[config.mk]
export PLATFORM = sky130hd
export DESIGN_NAME = mux4_operand_stager
export DESIGN_NICKNAME = d
export VERILOG_FILES = /design/src/rtl/mux4_operand_stager.sv
export SDC_FILE = /design/constraint.sdc
export NUM_CORES = 1
export LEC_CHECK = 0
export CAP_MARGIN = 20
export CORE_AREA = 2 2 140 114
export DETAILED_ROUTE_END_ITERATION = 8
export DIE_AREA = 0 0 142 116
export PLACE_DENSITY = 0.8
export SYNTH_ARGS = -nofsm -noshare
export SYNTH_HDL_FRONTEND = slang
export SYNTH_SLANG_ARGS = --single-unit
[constraint.sdc]
create_clock -name clk -period 2.6 [get_ports clk]
set_input_delay 0.26 -clock clk [delete_from_list [all_inputs] [get_ports clk]]
set_output_delay 0.26 -clock clk [all_outputs]
set_load 0.05 [all_outputs]
[src/rtl/mux4_operand_stager.sv]
// mux4_operand_stager
//
// Staging and sequencing stage around the 32-bit yMux4to1 combinational mux.
// Holds the four mux operands in registers, drives the mux select either once
// or as an ascending scan up to index 3, captures the mux output one cycle
// after each select change and offers it on a valid/ready output port.
//
// Optional feature macro: MUX4_OPERAND_STAGER_CHECK_EN
//   defined   -> z is compared against an internal selection of a0..a3 at
//                every capture; a mismatch sets the sticky chk_err flag.
//   undefined -> no comparator, chk_err tied to 0.
//
// Ports:
//   clk, rst_n            clock, asynchronous active-low reset
//   wr_en/wr_addr/wr_data operand write port (honoured in IDLE only)
//   wr_err                one-cycle pulse per dropped write
//   start/scan/sel_in     run request: single select or scan sel_in..3
//   a0..a3                operand registers, wired to the mux inputs
//   c                     mux select
//   z                     mux output, fed back for capture
//   out_data/out_sel      captured word and the select that produced it
//   out_valid/out_ready   output handshake
//   busy                  high whenever the sequencer is not in IDLE
//   chk_err               sticky self-check error
module mux4_operand_stager #(
  parameter int WIDTH = 32
) (
  input  logic             clk,
  input  logic             rst_n,
  input  logic             wr_en,
  input  logic [1:0]       wr_addr,
  input  logic [WIDTH-1:0] wr_data,
  output logic             wr_err,
  input  logic             start,
  input  logic             scan,
  input  logic [1:0]       sel_in,
  output logic [WIDTH-1:0] a0,
  output logic [WIDTH-1:0] a1,
  output logic [WIDTH-1:0] a2,
  output logic [WIDTH-1:0] a3,
  output logic [1:0]       c,
  input  logic [WIDTH-1:0] z,
  output logic [WIDTH-1:0] out_data,
  output logic [1:0]       out_sel,
  output logic             out_valid,
  input  logic             out_ready,
  output logic             busy,
  output logic             chk_err
);

  localparam logic [1:0] ST_IDLE    = 2'd0;
  localparam logic [1:0] ST_SETTLE  = 2'd1;
  localparam logic [1:0] ST_PRESENT = 2'd2;
  localparam logic [1:0] SEL_LAST   = 2'd3;

  // Reference selection used by the self-check comparator.
  function automatic logic [WIDTH-1:0] sel_word(
    input logic [1:0]       s,
    input logic [WIDTH-1:0] w0,
    input logic [WIDTH-1:0] w1,
    input logic [WIDTH-1:0] w2,
    input logic [WIDTH-1:0] w3
  );
    logic [WIDTH-1:0] r;
    case (s)
      2'd0:    r = w0;
      2'd1:    r = w1;
      2'd2:    r = w2;
      2'd3:    r = w3;
      default: r = w0;
    endcase
    return r;
  endfunction

  logic [1:0]       state_r;
  logic [1:0]       state_nxt_s;
  logic [WIDTH-1:0] ops_r [4];
  logic [1:0]       c_r;
  logic             scan_r;
  logic [WIDTH-1:0] out_data_r;
  logic [1:0]       out_sel_r;
  logic             out_valid_r;
  logic             busy_r;
  logic             wr_err_r;
  logic             chk_err_r;

  logic             start_run_s;
  logic             capture_s;
  logic             accept_s;
  logic             advance_s;
  logic             wr_commit_s;
  logic             wr_drop_s;

  // State register.
  always_ff @(posedge clk or negedge rst_n) begin
    if (!rst_n) begin
      state_r <= ST_IDLE;
    end else begin
      state_r <= state_nxt_s;
    end
  end

  // Next-state logic; an unreachable encoding falls back to IDLE.
  always_comb begin
    state_nxt_s = state_r;
    case (state_r)
      ST_IDLE: begin
        if (start) state_nxt_s = ST_SETTLE;
        else       state_nxt_s = ST_IDLE;
      end
      ST_SETTLE: begin
        state_nxt_s = ST_PRESENT;
      end
      ST_PRESENT: begin
        if (out_ready) begin
          if (scan_r && (c_r != SEL_LAST)) state_nxt_s = ST_SETTLE;
          else                             state_nxt_s = ST_IDLE;
        end else begin
          state_nxt_s = ST_PRESENT;
        end
      end
      default: begin
        state_nxt_s = ST_IDLE;
      end
    endcase
  end

  // Per-state control strobes for the datapath registers.
  always_comb begin
    start_run_s = 1'b0;
    capture_s   = 1'b0;
    accept_s    = 1'b0;
    advance_s   = 1'b0;
    wr_commit_s = 1'b0;
    wr_drop_s   = 1'b0;
    case (state_r)
      ST_IDLE: begin
        start_run_s = start;
        wr_commit_s = wr_en;
      end
      ST_SETTLE: begin
        capture_s = 1'b1;
        wr_drop_s = wr_en;
      end
      ST_PRESENT: begin
        accept_s  = out_ready;
        advance_s = out_ready & scan_r & (c_r != SEL_LAST);
        wr_drop_s = wr_en;
      end
      default: begin
        wr_drop_s = wr_en;
      end
    endcase
  end

  // Operand registers; a write in the start cycle lands before SETTLE samples z.
  always_ff @(posedge clk or negedge rst_n) begin
    if (!rst_n) begin
      for (int i = 0; i < 4; i++) ops_r[i] <= {WIDTH{1'b0}};
    end else if (wr_commit_s) begin
      ops_r[wr_addr] <= wr_data;
    end
  end

  // Select, capture and handshake registers.
  always_ff @(posedge clk or negedge rst_n) begin
    if (!rst_n) begin
      c_r         <= 2'd0;
      scan_r      <= 1'b0;
      out_data_r  <= {WIDTH{1'b0}};
      out_sel_r   <= 2'd0;
      out_valid_r <= 1'b0;
      busy_r      <= 1'b0;
      wr_err_r    <= 1'b0;
    end else begin
      busy_r   <= (state_nxt_s != ST_IDLE);
      wr_err_r <= wr_drop_s;
      if (start_run_s) begin
        c_r    <= sel_in;
        scan_r <= scan;
      end else if (advance_s) begin
        c_r <= c_r + 2'd1;
      end
      if (capture_s) begin
        out_data_r  <= z;
        out_sel_r   <= c_r;
        out_valid_r <= 1'b1;
      end else if (accept_s) begin
        out_valid_r <= 1'b0;
      end
    end
  end

`ifdef MUX4_OPERAND_STAGER_CHECK_EN
  // Sticky comparison of the external mux against the internal selection.
  always_ff @(posedge clk or negedge rst_n) begin
    if (!rst_n) begin
      chk_err_r <= 1'b0;
    end else if (capture_s &&
                 (z != sel_word(c_r, ops_r[0], ops_r[1], ops_r[2], ops_r[3]))) begin
      chk_err_r <= 1'b1;
    end
  end
`else
  assign chk_err_r = 1'b0;
`endif

  assign a0        = ops_r[0];
  assign a1        = ops_r[1];
  assign a2        = ops_r[2];
  assign a3        = ops_r[3];
  assign c         = c_r;
  assign out_data  = out_data_r;
  assign out_sel   = out_sel_r;
  assign out_valid = out_valid_r;
  assign busy      = busy_r;
  assign wr_err    = wr_err_r;
  assign chk_err   = chk_err_r;

endmodule

==> impl_metrics.csv, run 1 <==
group,metric,value,unit
sta,maxSlewHeadroom,52.88,%
worst_setup_path,start_kind,"register",
placed_design,routabilityCongestion,0.7727,
synthesis,ys_types,26,
route,avgRoutedWirePerCell,19.01,microns
clock_network,clkSlewWorstSetupHoldPaths,0.06,ns
clock_network,cts_buffers,17,
route,vias,4146,
clock_network,cts_sinks,170,
min_path,worstHoldPathType,"primary input to async pin",
die,die-area,0.01647,sq mm
finish,fill_cells,1035,
synthesis,yosys_area,0.006665,sq mm
die,fp.coreArea,0.01496,sq mm
die,io_pins,242,
sta,worst_pin_slew,0.7036,ns
sta,holdWs,0.3380,ns
worst_setup_path,slowest_stage,"clkdlybuf4s50_1",
route,drc,0,
synthesis,syn_inst,379,
worst_setup_path,crit_chain,"clkdlybuf4s50_1",
synthesis,syn_avg_cell_area,17.59,sq um
sta,fin_tns_setup,0,ns
finish,final_cell_count_no_fill,830,
die,dieHeight,116,microns
placed_design,dp.cells,798,
sta,slew_viol_final,0,
run,maxCapViolations,0,
sta,setup_violations,0,
finish,layout.area.seq,0.004254,sq mm
sta,rsz0062_at_grt,"false",
grt,grt_pass1_vias,4544,
worst_setup_path,crit_arrival,1.77,ns
grt,grtUsageTotal,19.97,%
worst_setup_path,worstSetupPathType,"register to primary output",
synthesis,postSynthSeqShare,63.83,%
synthesis,yosysWarnings,0,
route,ant_nets,0,
worst_setup_path,cp.required,2.34,ns
sta,hold_viol,0,
sta,fin_crit,2.028,ns
run,warnings,26,
finish,antenna_cells,0,
finish,nNetsFinal,704,
finish,logic_area,0.002266,sq mm
sta,setup_slack,0.5722,ns
worst_setup_path,cp_slowest_stage_delay,0.87,ns
route,detail_route.iter0.violations,146,
placed_design,post-dp-hpwl,11350,microns
outcome,status,"finished, final reports clean",
route,drt-pass1-iter-count,4,
sta,fmaxAchievable,493.1,MHz
die,dieWidth,142,microns
grt,overflow,0,
finish,drive_gt1_share,32.76,%
clock_network,clockBufferDepth,2,
clock_network,cts_tree,"yes",
clock_network,h-tree-depth,4,
route,wl_met3,1484,microns
worst_setup_path,critPathMaxFanout,5,
placed_design,place_ws,0.6428,ns
route,routed-wl-met2,7571,microns
grt,grt_pass1_wl,25030,microns
clock_network,cts_root_buf,"clkbuf_16",
route,highest_layer,"met4",
grt,grt_max_degree,73,
synthesis,ys_cells,379,
route,via_per_inst,4.995,
synthesis,fp_nets,454,
finish,syn_to_final_growth,48.56,%
route,wl_met1,6448,microns
die,fp_util,44.54,%
run 1: flip-flops by register name (all words and copies together), names as in the netlist:
register	flops
state_r	2
a1	32
out_valid	1
scan_r	1
wr_err	1
out_data	32
c	2
a2	32
a0	32
busy	1
a3	32
out_sel	2
run 1: cell usage after synthesis (all sizes together):
library cell / n / area, sq um
buf: 20 / 145.1
ha: 1 / 12.51
nand4: 1 / 12.51
o21a: 1 / 7.510
inv: 1 / 3.750
nor3: 1 / 5.000
conb: 1 / 3.750
nand2: 1 / 3.750
or2: 2 / 12.52
nor2: 1 / 11.26
mux2: 165 / 2083
nor3b: 2 / 15.01
o31a: 1 / 8.760
a21oi: 3 / 15.01
and4bb: 1 / 12.51
and4b: 1 / 10.01
nand2b: 2 / 12.51
nor2b: 2 / 12.51
dfrtp: 170 / 4254
nand4b: 2 / 23.77
run 1: timing repair:
item | 4_1_cts | 5_1_grt
hold buffers | 1 | 0
endpoints found under the hold margin | 49 | 0
resized | 0 | 0
setup buffers | 0 | 0
run 1: final timing paths:
kind	startpoint	to	slack [ns]	cells past startpoint
max in group asynchronous	rst_n	out_data[28]	1.49	3
setup reg to reg	state_r[0]	out_data[20]	0.66	3
min in group clk	z[14]	out_data[14]	0.44	2
hold / removal	rst_n	out_sel[0]	0.34	2
hold reg to reg	a3[5]	a3[5]	0.49	1
setup / recovery	c[0]	c[0]	0.57	1
run 1: per-stage QoR:
stage / utilization, % / cell area [sq um]
floorplan: - / 6665
global placement: 62.07 / 9289
detailed placement: 62.07 / 9289
CTS: 66.17 / 9902
global route: 66.17 / 9902
finish: 66.17 / 9902
run 1: cells in the final DEF (no fill, tap or decap), drive strengths merged, types with 3 or more instances in the layout:
cell	Yosys	routed
dfrtp	170	170
clkdlybuf4s50	0	239
mux2	165	165
clkinvlp	0	4
a21oi	3	3
bufinv	0	3
clkbuf	0	21
buf	20	11
run 1: cell families after synthesis:
kind of cell / after synthesis / synth area share (%)
flip-flops: 170 / 63.83
AND/OR/NAND/NOR: 16 / 1.971
other: 1 / 0.05626
adder cells (fa/ha/maj): 1 / 0.1877
AND-OR/OR-AND: 5 / 0.4693
buffers and inverters: 21 / 2.234
multiplexers: 165 / 31.26
run 1: cell type report:
type / count / area share, %
inverter: 1 / 0.03791
sequential: 170 / 42.96
tap: 189 / 2.388
timing repair buffer: 251 / 25.64
multi-input combinational: 188 / 22.88
clock inverter: 10 / 1.440
clock buffer: 21 / 4.650
run 1: routing by layer:
| metal | up-vias | global-route usage (%) |
|---|---|---|
| met5 | - | 0 |
| met4 | 0 | 6.867 |
| met3 | 21 | 8.802 |
| met2 | 169 | 31.85 |
| met1 | 2117 | 24.50 |
| li1 | 1839 | - |
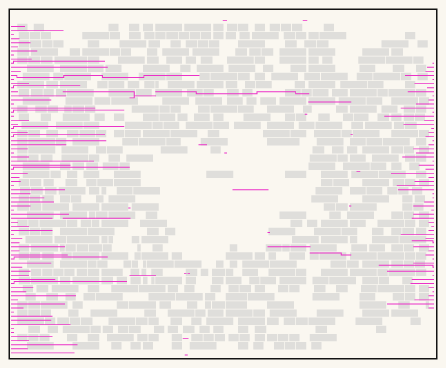
Figure 1: run 1, M3 wires.
Drawn at 3 px/micron.
nets with wire on the layer: 148
main direction: horizontal
share of all routed wire: 9.4%
longest straight run: 38.6 microns
wire length on this layer: 1,480 microns
met3 Track Usage GR: 8.802%
WL final: 15,780 microns

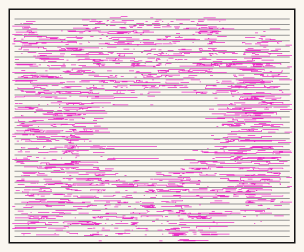
Figure 2: run 1, the metal 1 layer.
Drawn at 2 px/micron. Supply wires on this layer in gray.
main direction: horizontal
share of all routed wire: 41%
longest straight run: 33.6 microns
nets with wire on the layer: 595
wire length on this layer: 6,450 microns

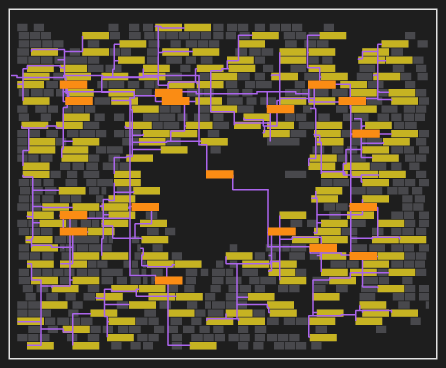
Figure 3: run 1, clock network drawn from the DEF.
Drawn at 3 px/micron.
legend:
  orange:
    item: clock drivers
    count: 17
  purple:
    item: clock wires
    length: 1,850 microns
  yellow:
    item: flip-flops
    count: 170
flops lie: widely spread
Late-Pin Clk Latency: 0.42 ns
clock skew: 0.01181 ns

==> run 2, diff against run 1 <==
==> constraint.sdc (replaced) <==
create_clock -name clk -period 2.05 [get_ports clk]
set_input_delay 0.205 -clock clk [delete_from_list [all_inputs] [get_ports clk]]
set_output_delay 0.205 -clock clk [all_outputs]
set_load 0.05 [all_outputs]
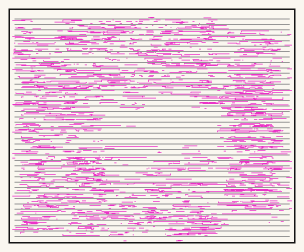
Figure 4: run 2, the metal 1 layer.
Drawn at 2 px/micron. Supply wires on this layer in gray.
met1 usage: 24.46%
DR vias: 4,118
WL final: 16,170 microns

==> run 2 against run 1 <==
Non-clock buffer count rose by 3. Via count decreased by 0.68%. Register-to-register slack got worse by 0.35 ns. Cell count up 0.12%. Highest routed layer unchanged. Synthesized area did not move. Largest cell class unchanged.
==> impl_metrics.csv, run 2 <==
group,metric,value,unit
grt,grt_max_degree,48,
worst_setup_path,r2r_end,"a2[0]",
sta,slew_viol_final,0,
sta,fin_tns_setup,0,ns
die,fp.coreArea,0.01496,sq mm
run,maxCapViolations,0,
synthesis,edf_count,0,
grt,grt_pass1_wl,25590,microns
route,drt-pass1-iter-count,4,
route,avgRoutedWirePerCell,19.46,microns
synthesis,syn_avg_cell_area,17.59,sq um
synthesis,syn_inst,379,
sta,hold_viol,0,
synthesis,ys_cells,379,
worst_setup_path,r2r_start,"state_r[1]",
placed_design,placed_cell_area,0.009324,sq mm
finish,antenna_cells,0,
synthesis,postSynthSeqShare,63.83,%
die,dieHeight,116,microns
clock_network,cts_sinks,170,
synthesis,ys_types,26,
grt,overflow,0,
finish,fill_cells,1028,
placed_design,post-dp-hpwl,11740,microns
finish,syn_to_final_growth,47.96,%
worst_setup_path,worst_r2r_path_depth,4,
synthesis,top_area_share,63.83,%
sta,rsz0062_at_grt,"false",
sta,holdWs,0.2551,ns
synthesis,flop_cell,"dfrtp_1",
finish,final_cell_count_no_fill,831,
finish,nNetsFinal,707,
clock_network,h-tree-depth,4,
route,ant_nets,0,
sta,setup_violations,0,
worst_setup_path,cp.required,1.85,ns
clock_network,clock_latency,0.41,ns
worst_setup_path,cp_slowest_stage_delay,0.86,ns
placed_design,routabilityCongestion,0.7503,
clock_network,cts_buffers,17,
clock_network,clockBufferDepth,2,
worst_setup_path,crit_arrival,1.76,ns
outcome,status,"finished, final reports clean",
worst_setup_path,r2r_slack,0.31,ns
finish,layout.cells.most_common,"clkdlybuf4s50_1",
route,drc,0,
synthesis,fp_nets,454,
clock_network,cts_root_buf,"clkbuf_16",
sta,fin_skew,0.008723,ns
synthesis,yosys.area.top_type,"dfrtp_1",
worst_setup_path,crit_chain,"clkdlybuf4s50_1",
route,via_per_inst,4.955,
sta,fin_crit,1.965,ns
finish,mostFrequentLayoutCells,"239 x clkdlybuf4s50_1, 170 x dfrtp_1, 103 x mux2_2",
synthesis,yosysWarnings,0,
placed_design,dp.cells,801,
synthesis,synth_dominant_cell_count,"dfrtp_1",
clock_network,clkSlewWorstSetupHoldPaths,0.06,ns
die,fp_util,44.54,%
synthesis,top_cells_by_count,"170 x dfrtp_1, 103 x mux2_2, 60 x mux2_4",
worst_setup_path,start_kind,"register",
worst_setup_path,slowest_stage,"clkdlybuf4s50_1",
route,detail_route.iter0.violations,158,
run,warnings,26,
==> run 2: cell counts after synthesis <==
Identical to the previous run, type by type.
==> run 2: kinds of logic (layout without fill, tap and decap cells) <==
| logic type | Yosys count | count (layout) | share of synthesized area [%] |
|---|---|---|---|
| AOI/OAI and AO/OA | 5 | 5 | 0.4693 |
| DFF | 170 | 170 | 63.83 |
| adders and majority gates | 1 | 1 | 0.1877 |
| other | 1 | 1 | 0.05626 |
| buffers and inverters | 21 | 284 | 2.234 |
| and+or+nand+nor | 16 | 16 | 1.971 |
| muxes | 165 | 165 | 31.26 |
==> run 2: layer usage <==
metal	wire length [microns]	GRT usage (%)
met5	0	0
met4	146	5.600
met3	1537	8.967
met2	8080	34.52
met1	6410	24.46
==> run 2: layout make-up <==
class / instances / area (sq um) / area share [%]
tap: 189 / 236.5 / 2.398
timing repair buffer: 254 / 2574 / 26.10
clock inverter: 7 / 43.79 / 0.4440
sequential: 170 / 4254 / 43.14
clock buffer: 22 / 484.2 / 4.910
multi-input combinational: 188 / 2266 / 22.98
inverter: 1 / 3.754 / 0.03806
==> run 2: worst max-delay path by stage <==
stage          start     end  cells after the start
6_report        c[0]    c[0]                      1
2_1_floorplan   c[0]    c[1]                      4
4_1_cts         c[0]    c[0]                      1
3_5_place_dp   wr_en  a2[31]                      4
5_1_grt         c[0]    c[0]                      1
3_3_place_gp   wr_en   a0[4]                      4
==> run 2: worst reg2reg max path: stages (launching register included) <==
cell and delay, ns:
dfrtp_1 0.48, nor2_4 0.20, and4b_2 0.29, buf_12 0.25, mux2_2 0.42
==> run 2: repair_timing <==
action	in CTS	in global routing
hold endpoints to repair	33	0
gates resized	0	0
hold buffers	1	0
==> run 2: through the flow <==
stage                     util, %  setup slack (ns)
after global placement      62.31            0.2365
after CTS                   65.90           0.03237
after floorplan                 -            0.3345
after global routing        65.90           0.03121
after detailed placement    62.31            0.2024
final                       65.90           0.08463
==> run 3, diff against run 2 <==
--- a/config.mk
+++ b/config.mk
@@ -5,11 +5,13 @@
 export SDC_FILE = /design/constraint.sdc
 export NUM_CORES = 1
 export LEC_CHECK = 0
+export ABC_CLOCK_PERIOD_IN_PS = 2000
 export CAP_MARGIN = 20
 export CORE_AREA = 2 2 140 114
 export DETAILED_ROUTE_END_ITERATION = 8
 export DIE_AREA = 0 0 142 116
 export PLACE_DENSITY = 0.8
+export SLEW_MARGIN = 10
 export SYNTH_ARGS = -nofsm -noshare
 export SYNTH_HDL_FRONTEND = slang
 export SYNTH_SLANG_ARGS = --single-unit
==> constraint.sdc (replaced) <==
create_clock -name clk -period 2 [get_ports clk]
set_input_delay 0.2 -clock clk [delete_from_list [all_inputs] [get_ports clk]]
set_output_delay 0.2 -clock clk [all_outputs]
set_load 0.05 [all_outputs]
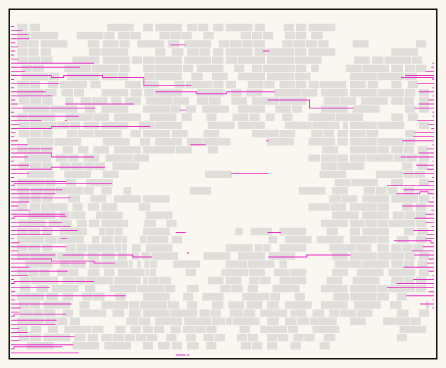
Figure 5: run 3, M3 wires.
Drawn at 3 px/micron.
share of all routed wire: 9.2%
nets with wire on the layer: 147
longest straight run: 37.9 microns
DR vias: 4,122
WL final: 16,020 microns

==> run 3 against run 2 <==
Global-route usage decreased by 0.27 points. Utilization is 0.72 points higher. Cell count grew 0.24%. Critical path type unchanged. Largest cell class unchanged.
==> impl_metrics.csv, run 3 <==
group,metric,value,unit
synthesis,synth_dominant_cell_count,"dfrtp_1",
worst_setup_path,cp_slowest_stage_delay,0.84,ns
synthesis,flop_cell,"dfrtp_1",
clock_network,h-tree-depth,4,
worst_setup_path,cp_top_family,"buffers and inverters",
sta,setup_violations,0,
grt,grt_max_degree,48,
synthesis,postSynthSeqShare,63.83,%
die,fp.coreArea,0.01496,sq mm
synthesis,yosys.area_share.aoi,0.4693,%
sta,fin_tns_setup,0,ns
route,via_per_inst,4.948,
synthesis,yosys.area.top_type,"dfrtp_1",
worst_setup_path,crit_cells,1,
finish,syn_to_final_growth,49.58,%
die,dieHeight,116,microns
worst_setup_path,start_kind,"register",
worst_setup_path,worstSetupPathType,"register to primary output",
die,rows,40,
worst_setup_path,cp.required,1.80,ns
finish,mostFrequentLayoutCells,"238 x clkdlybuf4s50_1, 170 x dfrtp_1, 103 x mux2_2",
synthesis,synthXorXnorAreaFrac,0,%
clock_network,cts_sinks,170,
synthesis,syn_inst,379,
grt,grt_pass1_vias,4439,
grt,overflow,0,
placed_design,routabilityCongestion,0.7571,
die,dieWidth,142,microns
run,maxCapViolations,0,
clock_network,clkSlewWorstSetupHoldPaths,0.07,ns
grt,grt_pass1_wl,25120,microns
synthesis,ys_ff,170,
clock_network,cts_buffers,17,
die,die-area,0.01647,sq mm
sta,fmaxAchievable,527.5,MHz
sta,maxSlewHeadroom,62.07,%
placed_design,place_ws,0.1638,ns
synthesis,top_area_share,63.83,%
run,warnings,26,
worst_setup_path,crit_chain,"clkdlybuf4s50_1",
worst_setup_path,worst_r2r_path_depth,4,
sta,min_period_over_period,94.78,%
route,ant_nets,0,
synthesis,logic_family,"multiplexers",
finish,layout.cells.most_common,"clkdlybuf4s50_1",
sta,fin_crit,1.896,ns
clock_network,clock_latency,0.42,ns
synthesis,ys_types,26,
clock_network,clockBufferDepth,2,
route,drt-pass1-iter-count,4,
synthesis,syn_avg_cell_area,17.59,sq um
finish,nNetsFinal,707,
die,fp_util,44.54,%
synthesis,ys_sh_simple,1.971,%
clock_network,cts_tree,"yes",
synthesis,synthesis.area,0.006665,sq mm
worst_setup_path,critPathMaxFanout,2,
synthesis,ys_async_sr_fraction,100.0,%
sta,hold_viol,0,
min_path,worstHoldPathType,"primary input to async pin",
finish,antenna_cells,0,
route,avgRoutedWirePerCell,19.23,microns
synthesis,yosysWarnings,0,
synthesis,yosys_area,0.006665,sq mm
grt,antenna_found_initial,0,
clock_network,cts_setup_buffers,0,
worst_setup_path,cp-end-kind,"primary output",
sta,rsz0062_at_grt,"false",
synthesis,synthTopCellsByArea,"dfrtp_1 64%, mux2_2 17%, mux2_4 14%",
route,detail_route.iter0.violations,94,
worst_setup_path,crit_arrival,1.70,ns
grt,grtUsageTotal,20.31,%
synthesis,top_cells_by_count,"170 x dfrtp_1, 103 x mux2_2, 60 x mux2_4",
sta,worst_pin_slew,0.5671,ns
placed_design,portBuffers,240,
die,io_pins,242,
worst_setup_path,critPathBufInv,1,
finish,drive_gt1_share,33.23,%
sta,slew_viol_final,0,
clock_network,cts_root_buf,"clkbuf_16",
synthesis,fp_nets,454,
synthesis,adder_share,0.1877,%
sta,setup_slack,0.1043,ns
route,drc,0,
synthesis,edf_count,0,
worst_setup_path,slowest_stage,"clkdlybuf4s50_1",
synthesis,ys_cells,379,
synthesis,mux_area_share,31.26,%
outcome,status,"finished, final reports clean",
sta,fin_skew,0.01432,ns
placed_design,post-dp-hpwl,11410,microns
## run 3: cells by family after synthesis
| logic type | after synthesis |
|---|---|
| muxes | 165 |
| AOI/OAI and AO/OA | 5 |
| and+or+nand+nor | 16 |
| buffers and inverters | 21 |
| other | 1 |
| DFF | 170 |
| adders and majority gates | 1 |
## run 3: layer usage
| metal | vias to the layer above | GRT usage [%] | share of wire, % |
|---|---|---|---|
| met4 | 0 | 6.267 | 1.3 |
| met3 | 16 | 8.802 | 9.2 |
| met5 | - | 0 | 0 |
| li1 | 1846 | - | - |
| met1 | 2093 | 25.26 | 41 |
| met2 | 167 | 32.43 | 48 |
## run 3: area by class of cell
type                            count  area (sq um)
Fill cell                        1002          4995
Sequential cell                   170          4254
Timing Repair Buffer              254          2589
Multi-Input combinational cell    188          2266
Clock buffer                       22         484.2
Tap cell                          189         236.5
Clock inverter                      9         136.4
Inverter                            1         3.754
## run 3: path summary, 6_finish.rpt
| check | endpoint | start | slack [ns] |
|---|---|---|---|
| setup / recovery | a0[0] | a0[0] | 0.10 |
| hold / removal | a2[26] | rst_n | 0.24 |
| min in group clk | out_data[11] | z[11] | 0.38 |
| hold reg to reg | a3[5] | a3[5] | 0.49 |
| max in group asynchronous | a0[26] | rst_n | 1.12 |
| setup reg to reg | a2[0] | state_r[1] | 0.27 |
## run 3: per-stage QoR
stage,hold WS (ns),utilization (%),cells,instance area [sq um]
after floorplan,-0.09559,-,379,6665
after global placement,0.1276,62.39,801,9336
after detailed placement,0.1370,62.39,801,9336
after CTS,0.2475,66.61,833,9967
after global routing,0.2672,66.62,833,9970
final,0.2379,66.62,833,9970
## run 3: repair_timing
item,4_1_cts,5_1_grt
setup endpoints to repair,0,1
hold endpoints to repair,34,0
hold buffers,1,0
resized,0,1
